$ cat src/rtl/ipsmacge_pkg.sv
// rtl/ipsmacge_pkg.sv - shared speed codes, FSM states and helpers for the GE transmit interface
package ipsmacge_pkg;

    // up_mspd encodings
    typedef enum logic [1:0] {
        M10      = 2'b00,
        M100     = 2'b01,
        M1000    = 2'b10,
        MRESERVE = 2'b11
    } spd_e;

    // transmit FSM states
    typedef enum logic [1:0] {
        IDLE  = 2'b00,
        FRAME = 2'b01,
        IFG   = 2'b10
    } state_e;

    // 10/100M move one byte as two nibbles over two cycles
    function automatic logic is_nibble(input spd_e spd);
        return (spd == M10) || (spd == M100);
    endfunction

endpackage

$ cat src/rtl/ipsmacge_txenc.sv
// rtl/ipsmacge_txenc.sv - registered GMII/MII/RGMII pin encoder for one staged byte
//
// Ports:
//   clk, rst   : transmit clock, synchronous active-high reset
//   clr        : port disabled, drive idle pins on the next edge
//   gmii, spd  : latched interface mode and speed
//   nib_hi     : 1 selects dat[7:4] as the current nibble, 0 selects dat[3:0]
//   dat/en/er  : staged byte and its frame-enable / error flags
//   hdat/ldat  : rising / falling edge data banks (hdat is also the SDR data)
//   hctl/lctl  : rising / falling edge control
//   err        : GMII/MII TX_ER
module ipsmacge_txenc
    import ipsmacge_pkg::*;
#(
    parameter int DAT_DW = 8
) (
    input  logic              clk,
    input  logic              rst,
    input  logic              clr,
    input  logic              gmii,
    input  spd_e              spd,
    input  logic              nib_hi,
    input  logic [DAT_DW-1:0] dat,
    input  logic              en,
    input  logic              er,
    output logic [DAT_DW-1:0] hdat,
    output logic [DAT_DW-1:0] ldat,
    output logic              hctl,
    output logic              lctl,
    output logic              err
);

    localparam int NIB_W = DAT_DW / 2;

    logic [DAT_DW-1:0] hdat_d, hdat_q;
    logic [DAT_DW-1:0] ldat_d, ldat_q;
    logic              hctl_d, hctl_q;
    logic              lctl_d, lctl_q;
    logic              err_d,  err_q;

    logic [DAT_DW-1:0] nib_x;
    logic [DAT_DW-1:0] lo_x;
    logic [DAT_DW-1:0] hi_x;

    always_comb begin
        lo_x  = {{NIB_W{1'b0}}, dat[NIB_W-1:0]};
        hi_x  = {{NIB_W{1'b0}}, dat[DAT_DW-1:NIB_W]};
        nib_x = nib_hi ? hi_x : lo_x;

        hdat_d = '0;
        ldat_d = '0;
        hctl_d = 1'b0;
        lctl_d = 1'b0;
        err_d  = 1'b0;

        if (!clr && en) begin
            if (gmii) begin
                hctl_d = 1'b1;
                lctl_d = 1'b1;
                err_d  = er;
                if (spd == M1000) begin
                    hdat_d = dat;
                    ldat_d = dat;
                end else begin
                    hdat_d = nib_x;
                    ldat_d = nib_x;
                end
            end else begin
                // RGMII carries TX_ER on the falling edge as en^er
                hctl_d = 1'b1;
                lctl_d = ~er;
                if (spd == M1000) begin
                    hdat_d = lo_x;
                    ldat_d = hi_x;
                end else begin
                    hdat_d = nib_x;
                    ldat_d = nib_x;
                end
            end
        end
    end

    always_ff @(posedge clk) begin
        if (rst) begin
            hdat_q <= '0;
            ldat_q <= '0;
            hctl_q <= 1'b0;
            lctl_q <= 1'b0;
            err_q  <= 1'b0;
        end else begin
            hdat_q <= hdat_d;
            ldat_q <= ldat_d;
            hctl_q <= hctl_d;
            lctl_q <= lctl_d;
            err_q  <= err_d;
        end
    end

    assign hdat = hdat_q;
    assign ldat = ldat_q;
    assign hctl = hctl_q;
    assign lctl = lctl_q;
    assign err  = err_q;

endmodule

$ cat src/rtl/ipsmacge_txintf.sv
// rtl/ipsmacge_txintf.sv - triple-speed GE transmit PHY interface with IFG enforcement
//
// Ports:
//   txclk, txrst          : transmit clock, synchronous active-high reset
//   igdat, igen, iger     : MAC byte and its frame-enable / error, taken when igrdy=1
//   igrdy                 : byte-take strobe to the MAC
//   txhdat/txldat         : rising / falling edge data banks
//   txhctl/txlctl         : rising / falling edge control
//   txerr                 : GMII/MII TX_ER
//   up_act, up_gmii, up_mspd : port enable, interface select, speed select
module ipsmacge_txintf
    import ipsmacge_pkg::*;
#(
    parameter int DAT_DW = 8,
    parameter int MSP_DW = 2,
    parameter int IFG_BT = 12,
    parameter int CNT_W  = 9
) (
    input  logic              txclk,
    input  logic              txrst,
    input  logic [DAT_DW-1:0] igdat,
    input  logic              igen,
    input  logic              iger,
    output logic              igrdy,
    output logic [DAT_DW-1:0] txhdat,
    output logic [DAT_DW-1:0] txldat,
    output logic              txhctl,
    output logic              txlctl,
    output logic              txerr,
    input  logic              up_act,
    input  logic              up_gmii,
    input  logic [MSP_DW-1:0] up_mspd
);

    localparam logic [CNT_W-1:0] IFG_GIG = CNT_W'(IFG_BT - 1);
    localparam logic [CNT_W-1:0] IFG_NIB = CNT_W'(2 * IFG_BT - 1);

    state_e            state_d, state_q;
    logic              phase_d, phase_q;
    logic [CNT_W-1:0]  cnt_d,   cnt_q;
    logic              gmii_d,  gmii_q;
    spd_e              spd_d,   spd_q;
    logic              igrdy_d, igrdy_q;
    logic [DAT_DW-1:0] stg_dat_d, stg_dat_q;
    logic              stg_en_d,  stg_en_q;
    logic              stg_er_d,  stg_er_q;

    logic act_ok;
    logic take;
    logic xmit;

    always_comb begin
        act_ok = up_act && (spd_q != MRESERVE);
        take   = igrdy_q && act_ok;
        xmit   = take && igen && (state_q != IFG);
    end

    // state register
    always_ff @(posedge txclk) begin
        if (txrst) begin
            state_q   <= IDLE;
            phase_q   <= 1'b0;
            cnt_q     <= '0;
            gmii_q    <= 1'b0;
            spd_q     <= M10;
            igrdy_q   <= 1'b0;
            stg_dat_q <= '0;
            stg_en_q  <= 1'b0;
            stg_er_q  <= 1'b0;
        end else begin
            state_q   <= state_d;
            phase_q   <= phase_d;
            cnt_q     <= cnt_d;
            gmii_q    <= gmii_d;
            spd_q     <= spd_d;
            igrdy_q   <= igrdy_d;
            stg_dat_q <= stg_dat_d;
            stg_en_q  <= stg_en_d;
            stg_er_q  <= stg_er_d;
        end
    end

    // next-state: FSM, IFG counter, mode latch, byte phase
    always_comb begin
        state_d = state_q;
        cnt_d   = cnt_q;

        // mode only follows the inputs between frames
        gmii_d = (state_q == IDLE) ? up_gmii : gmii_q;
        spd_d  = (state_q == IDLE) ? spd_e'(up_mspd) : spd_q;

        if (!act_ok) begin
            state_d = IDLE;
            cnt_d   = '0;
        end else begin
            case (state_q)
                IDLE: begin
                    if (take && igen) begin
                        state_d = FRAME;
                    end
                end
                FRAME: begin
                    if (take && !igen) begin
                        state_d = IFG;
                        cnt_d   = is_nibble(spd_q) ? IFG_NIB : IFG_GIG;
                    end
                end
                IFG: begin
                    if (cnt_q == '0) begin
                        state_d = IDLE;
                    end else begin
                        cnt_d = cnt_q - CNT_W'(1);
                    end
                end
                default: begin
                    state_d = IDLE;
                    cnt_d   = '0;
                end
            endcase
        end

        // the phase only runs once a frame byte has been taken at 10/100M
        phase_d = 1'b0;
        if (act_ok && is_nibble(spd_d)) begin
            case (state_q)
                IDLE:    phase_d = take && igen;
                FRAME:   phase_d = ~phase_q;
                IFG:     phase_d = (cnt_q == '0) ? 1'b0 : ~phase_q;
                default: phase_d = 1'b0;
            endcase
        end
    end

    // outputs: take strobe and staging register
    always_comb begin
        igrdy_d = act_ok && (state_d != IFG) && (spd_d != MRESERVE) &&
                  (!is_nibble(spd_d) || !phase_d);

        stg_dat_d = stg_dat_q;
        stg_en_d  = stg_en_q;
        stg_er_d  = stg_er_q;

        if (!act_ok) begin
            stg_dat_d = '0;
            stg_en_d  = 1'b0;
            stg_er_d  = 1'b0;
        end else if (take) begin
            // the frame-end byte (igen=0) is consumed but never transmitted
            stg_dat_d = xmit ? igdat : '0;
            stg_en_d  = xmit;
            stg_er_d  = xmit && iger;
        end else if (!phase_q) begin
            stg_dat_d = '0;
            stg_en_d  = 1'b0;
            stg_er_d  = 1'b0;
        end
    end

    // phase=1 is the first cycle after a take, so the low nibble goes out first
    ipsmacge_txenc #(
        .DAT_DW (DAT_DW)
    ) u_txenc (
        .clk    (txclk),
        .rst    (txrst),
        .clr    (!act_ok),
        .gmii   (gmii_q),
        .spd    (spd_q),
        .nib_hi (!phase_q),
        .dat    (stg_dat_q),
        .en     (stg_en_q),
        .er     (stg_er_q),
        .hdat   (txhdat),
        .ldat   (txldat),
        .hctl   (txhctl),
        .lctl   (txlctl),
        .err    (txerr)
    );

    assign igrdy = igrdy_q;

endmodule

$ cat config.mk
export PLATFORM = sky130hd
export DESIGN_NAME = ipsmacge_txintf
export DESIGN_NICKNAME = d
export VERILOG_FILES = /design/src/rtl/ipsmacge_pkg.sv /design/src/rtl/ipsmacge_txenc.sv /design/src/rtl/ipsmacge_txintf.sv
export SDC_FILE = /design/constraint.sdc
export NUM_CORES = 1
export LEC_CHECK = 0
export CORE_MARGIN = 8
export CORE_UTILIZATION = 55
export DETAILED_ROUTE_END_ITERATION = 8
export PLACE_DENSITY_LB_ADDON = 0.1
export SLEW_MARGIN = 0
export SYNTH_ARGS = -nofsm -noshare
export SYNTH_HDL_FRONTEND = slang
export SYNTH_SLANG_ARGS = --single-unit
$ cat constraint.sdc
create_clock -name txclk -period 3.1 [get_ports txclk]
set_input_delay 0.62 -clock txclk [delete_from_list [all_inputs] [get_ports txclk]]
set_output_delay 0.62 -clock txclk [all_outputs]
set_load 0.02 [all_outputs]
### Selected gate families

Scale: 6 px per um.
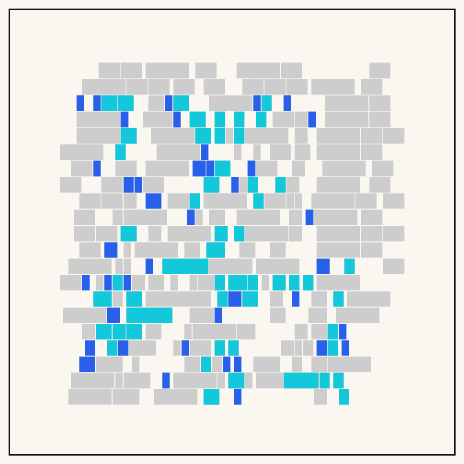
inverting AOI/OAI gates -> cyan  # cells 53, most used a21oi_1
NOR gates -> blue  # cells 40, most used nor2_1
logic share of the area: 40.52%
Commonest Layout Cell: dfxtp_1
non-filler cells, final: 290

### Nets reached from selected ports

Scale: 4 px per um.
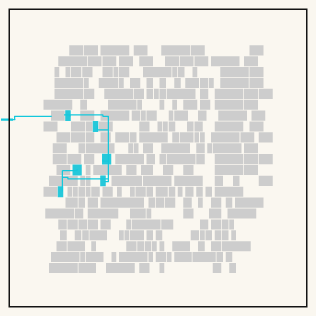
`txrst` -> cyan  # direction input, edge left, end cells 6, buffers 1, wire 66.2 um
io pins: 36
PortBufs: 35

==> flow_summary.json <==
{
  "status": "complete, no violations",
  "fin_worst_skew_ps": 6.514,
  "path_class": "primary input to flip-flop",
  "drv_cap": 0,
  "post_cts_resized": 0,
  "required_ps": 3390,
  "vias_per_cell": 5.810,
  "rows": 21,
  "seqCellArea_um2": 820.8,
  "switchingPower_w": 0.0002060,
  "arrival_ps": 2470,
  "rrSetupSlack_ps": 960,
  "dpl_worst_slack_ps": 565.0,
  "ys_area_um2": 1851,
  "maxPowerGroup": "sequential cells",
  "p_leak_nw": 0.8475,
  "area_dominant_class": "combinational gates",
  "p_sw_share_pct": 21.53,
  "finalMaxSlewViolations": 0,
  "cts_setup_buffers": 0,
  "dieArea_um2": 5477,
  "nMultiInputCombCells": 147,
  "adder_share_pct": 4.057,
  "yosys_register_bits": 41,
  "layout_min_cycle_time_ps": 2178,
  "grt_pass1_vias": 1631,
  "cts_buffers": 5,
  "cp-endpoint": "cnt_q[7]",
  "nClkBuffers": 6,
  "xor_share_pct": 0.4733,
  "worstRegToRegCells": 7,
  "slew_headroom_pct": 64.43,
  "end_kind": "flip-flop",
  "buffers": 37,
  "worst_pin_slew_ps": 518.7,
  "layout_worst_path_cycle_share_pct": 70.25,
  "cts_max_level": 2,
  "dr.pass1.iters": 4,
  "routed_wl_mm": 4.400,
  "final-clk-cell-share_pct": 3.846,
  "finalHoldViolations": 0,
  "r2r-start": "state_q[0]",
  "gp_congestion": 0.9148,
  "slowest_delay_ps": 530,
  "critPathLaunchType": "primary input",
  "p_seq_share_pct": 56.0,
  "syn-instance-count": 209,
  "nonClkBufAreaFrac_pct": 15.82,
  "fp.dieH_um": 74.01,
  "clk_pin_slew_ps": 110,
  "antenna_cells": 0,
  "wl_per_cell_um": 15.17,
  "hold_path.class": "flip-flop to flip-flop",
  "ys_cells": 209,
  "nFlopsAndLatches": 41,
  "ys_top_logic_family": "AND-OR/OR-AND gates",
  "combGateArea_um2": 935.9,
  "area_growth_pct": 24.81,
  "dp_hpwl_mm": 3.350,
  "grt_max_degree": 20,
  "timing.rr.end": "igrdy",
  "path_cells": "clkdlybuf4s50_1, a21bo_2, o31ai_4, o211ai_4, or4_1, a21oi_1",
  "grt_usage_pct": 17.02,
  "routed-via-count": 1685,
  "drt-initial-drc-count": 108
}
### Local utilization

Scale: 4 px per um. The die is cut into 7 by 7 equal tiles; dark purple is low, yellow is high, 0 to 100% covered.
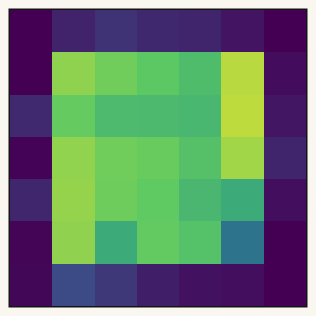
mean over tiles = 41%
densest ninth of the die = middle
nearly empty tiles = 16%
fullest tile = 90%
tiles over 75% full = 29%
emptiest ninth of the die = bottom right
Core Util, Final: 70.32%
FP Core Util: 56.34%
core area: 3284 um2

### Sequential cells coloured by netlist name

Scale: 4 px per um. Other sequential cells in the stronger grey, the rest of the logic in the fainter grey.
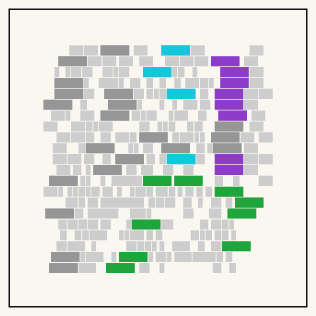
`u_txenc.hdat` -> cyan  # sequential cells 4, where top middle
`u_txenc.ldat` -> purple  # sequential cells 8
`cnt_q` -> green  # sequential cells 9
not coloured = 20
fraction of area in registers: 35.54%
P_seq: 0.000535 W

[routing by layer]
metal | wire (um) | GRT usage [%] | up-vias
met1 | 1968 | 19.78 | 818
met4 | 72 | 9.756 | 0
met3 | 318 | 4.717 | 7
li1 | - | - | 801
met5 | 0 | 0 | -
met2 | 2041 | 27.44 | 59
[cell usage after synthesis]
cell type | instances | area [um2]
a21bo_2 | 1 | 10.01
nor2b_1 | 3 | 18.77
o211ai_4 | 1 | 21.27
clkbuf_1 | 6 | 22.52
a211oi_1 | 1 | 7.510
or3_1 | 2 | 12.51
a41oi_1 | 1 | 8.760
nor3b_1 | 2 | 15.01
o31ai_1 | 3 | 22.52
or4_1 | 2 | 15.01
a32oi_1 | 1 | 8.760
a311oi_1 | 1 | 8.760
o31ai_4 | 1 | 21.27
a31oi_1 | 2 | 12.51
and2_1 | 5 | 31.28
inv_1 | 11 | 41.29
nand2b_1 | 1 | 6.260
nor4_1 | 1 | 6.260
a21boi_0 | 1 | 7.510
nand2_1 | 10 | 37.54
a21o_1 | 1 | 7.510
nand3_1 | 5 | 25.02
dfxtp_1 | 41 | 820.8
ha_1 | 6 | 75.07
o21bai_1 | 1 | 7.510
mux2_2 | 1 | 11.26
nor2_2 | 1 | 6.260
o211ai_1 | 1 | 7.510
or3_2 | 2 | 15.01
o22ai_1 | 1 | 6.260
a41oi_2 | 1 | 16.27
nand4_1 | 2 | 12.51
o21ai_0 | 12 | 60.06
nor2_1 | 29 | 108.9
buf_4 | 4 | 30.03
xor2_1 | 1 | 8.760
mux2i_1 | 9 | 90.09
and2b_1 | 1 | 7.510
and3_1 | 4 | 25.02
a22oi_1 | 8 | 60.06
nand4b_1 | 1 | 8.760
nor3_1 | 4 | 20.02
a21oi_1 | 17 | 85.08
No activity file was given, so power comes from the tool's default toggle rates.
